`config.mk`:
```
export PLATFORM = sky130hd
export DESIGN_NAME = ram_port_arbiter
export DESIGN_NICKNAME = d
export VERILOG_FILES = /design/src/rtl/ram_port_arbiter.sv
export SDC_FILE = /design/constraint.sdc
export NUM_CORES = 1
export LEC_CHECK = 0
export ABC_CLOCK_PERIOD_IN_PS = 2400
export CAP_MARGIN = 40
export CORE_MARGIN = 2
export CORE_UTILIZATION = 29
export CTS_CLUSTER_SIZE = 16
export DETAILED_ROUTE_END_ITERATION = 10
export HOLD_SLACK_MARGIN = 0.03
export PLACE_DENSITY = 0.81
export SETUP_SLACK_MARGIN = 0.2
export SLEW_MARGIN = 20
export SYNTH_ARGS = -nofsm -noshare
export SYNTH_HDL_FRONTEND = slang
export SYNTH_SLANG_ARGS = --single-unit
```
`constraint.sdc`:
```
create_clock -name clock -period 2.4 [get_ports clock]
set_input_delay 0.24 -clock clock [delete_from_list [all_inputs] [get_ports clock]]
set_output_delay 0.24 -clock clock [all_outputs]
set_load 0.01 [all_outputs]
```
`src/rtl/ram_port_arbiter.sv`:
```
// Three-way round-robin arbiter for the single BlockRam port, with a port-2
// burst lock and registered one-hot read-return strobes.
module ram_port_arbiter #(
  parameter int AW = 16,
  parameter int DW = 16
) (
  input  logic            clock,
  input  logic            reset,
  input  logic [2:0]      req,
  input  logic [2:0]      we,
  input  logic [3*AW-1:0] addr,
  input  logic [3*DW-1:0] wdata,
  input  logic            lock,
  output logic [2:0]      gnt,
  output logic [2:0]      rvalid,
  output logic [DW-1:0]   rdata,
  output logic            ram_re,
  output logic            ram_we,
  output logic [AW-1:0]   ram_read_addr,
  output logic [AW-1:0]   ram_write_addr,
  output logic [DW-1:0]   ram_wdata,
  input  logic [DW-1:0]   ram_q
);

  logic [1:0]    ptr;
  logic          locked;
  logic [2:0]    win;
  logic [1:0]    sel;
  logic [2:0]    vld_p1;
  logic [DW-1:0] rdata_hold;

  // Search order starts just after the last-granted port.
  function automatic logic [2:0] rr_pick(input logic [2:0] r, input logic [1:0] p);
    logic [2:0] pick;
    pick = 3'b000;
    case (p)
      2'd0: begin
        if (r[1])      pick = 3'b010;
        else if (r[2]) pick = 3'b100;
        else if (r[0]) pick = 3'b001;
      end
      2'd1: begin
        if (r[2])      pick = 3'b100;
        else if (r[0]) pick = 3'b001;
        else if (r[1]) pick = 3'b010;
      end
      default: begin
        if (r[0])      pick = 3'b001;
        else if (r[1]) pick = 3'b010;
        else if (r[2]) pick = 3'b100;
      end
    endcase
    return pick;
  endfunction

  always_comb begin
    win = 3'b000;
    if (reset) begin
      if (locked && req[2]) win = 3'b100;
      else                  win = rr_pick(req, ptr);
    end
    if (win[1])      sel = 2'd1;
    else if (win[2]) sel = 2'd2;
    else             sel = 2'd0;
  end

  assign gnt = win;

  always_comb begin
    ram_re         = 1'b0;
    ram_we         = 1'b0;
    ram_read_addr  = '0;
    ram_write_addr = '0;
    ram_wdata      = '0;
    if (|win) begin
      if (we[sel]) begin
        ram_we         = 1'b1;
        ram_write_addr = addr[int'(sel)*AW +: AW];
        ram_wdata      = wdata[int'(sel)*DW +: DW];
      end else begin
        ram_re         = 1'b1;
        ram_read_addr  = addr[int'(sel)*AW +: AW];
      end
    end
  end

  // Grant edge -> p1: the one-hot read tag becomes next cycle's rvalid.
  always_ff @(posedge clock or negedge reset) begin
    if (!reset) begin
      ptr    <= 2'd2;
      locked <= 1'b0;
      vld_p1 <= 3'b000;
    end else begin
      if (|win) ptr <= sel;
      if (!lock || !req[2]) locked <= 1'b0;
      else if (win[2])      locked <= 1'b1;
      vld_p1 <= win & ~we;
    end
  end

  always_ff @(posedge clock) begin
    if (|vld_p1) rdata_hold <= ram_q;
  end

  assign rvalid = vld_p1;
  assign rdata  = (|vld_p1) ? ram_q : rdata_hold;

endmodule

```
==> results.txt <==
run results: status=finished, violations left, failing checks=negative setup slack, crit path DRT=2160 ps, layout cells sized above 1=between 40% and 50%, Leak Pwr=0.001960 µW, Log Warnings=28, largest stage delay on the critical path=540 ps, CTS Hold Bufs=0, largest area contributor in the netlist=dfxtp_1, Finished Core Util=74.25%, buffer share of cell area=50.44%, layout sequential cell count=22, met2 Resource Use GR=40.12%, Latency at later pin=250 ps, Yosys top cell by instances=nand2_1, total grt overflow=0, vias in the first global route=2697, final worst slack=-71.67 ps, Comb power=1740 µW, crit path time final=2472 ps, Registers, synthesis=22, Signal buffers=between 200 and 250, post-CTS setup buffer count=12, # setup viols final=2, Synth Instances=234, M1 GR Usage=24.01%
## run 1: cell families after synthesis
group	count (synthesis)	share of synthesized area [%]
multiplexers	32	18.30
AND/OR/NAND/NOR	97	26.78
flip-flops	22	25.37
AND-OR/OR-AND	59	21.27
buffers and inverters	24	8.276
## run 1: worst paths after layout
kind,startpoint,endpoint,cells after the start
min in group clock,req[1],rvalid[1],3
worst max register to register,ptr[1],locked,9
worst max-delay path,ptr[1],ram_wdata[11],10
max in group asynchronous,reset,ptr[1],2
worst min register to register,rdata_hold[2],rdata_hold[2],1
worst min-delay path,reset,locked,2
## run 1: flip-flops by register name (all words and copies together) (netlist names)
register,cells
rdata_hold,16
rvalid,3
ptr,2
locked,1
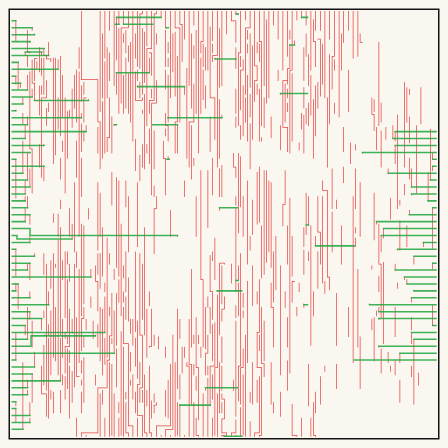
Run 1: signal wires by layer
Only two layers are drawn.
legend:
  green:
    layer: metal 3
    wire_length: 645 µm
  red:
    layer: metal 2
    wire_length: 4740 µm
Vias: 2676
routed length per placed instance: 16.33 µm
drt total wl: 8783 µm
Tot GR Track Use: 21.73%

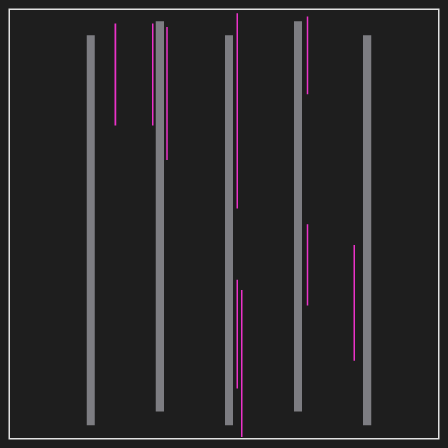
Run 1: met4 routing
Supply wires on this layer in grey.
main direction: vertical
wire length on this layer: 206 µm

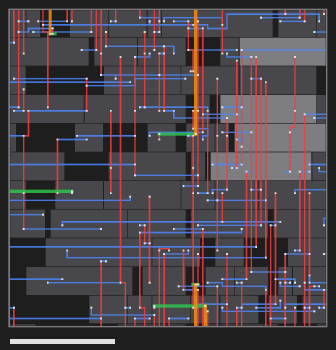
Run 1: close-up of the layout
Bar = 10 µm. Region (27, 27) to (57, 57) µm. Cells in grey, sequential cells in the stronger grey; small squares are vias.
legend:
  blue:
    layer: metal 1
  red:
    layer: metal 2
  orange:
    layer: metal 4
  green:
    layer: metal 3
sequential cells in the window: 4
most frequent: buf_12 (8), buf_4 (7), clkdlybuf4s50_1 (6)
cells with their middle in the window: 60
netlist names of flops here include: rvalid (3), ptr (1)

Power and IR drop assume default switching activity.
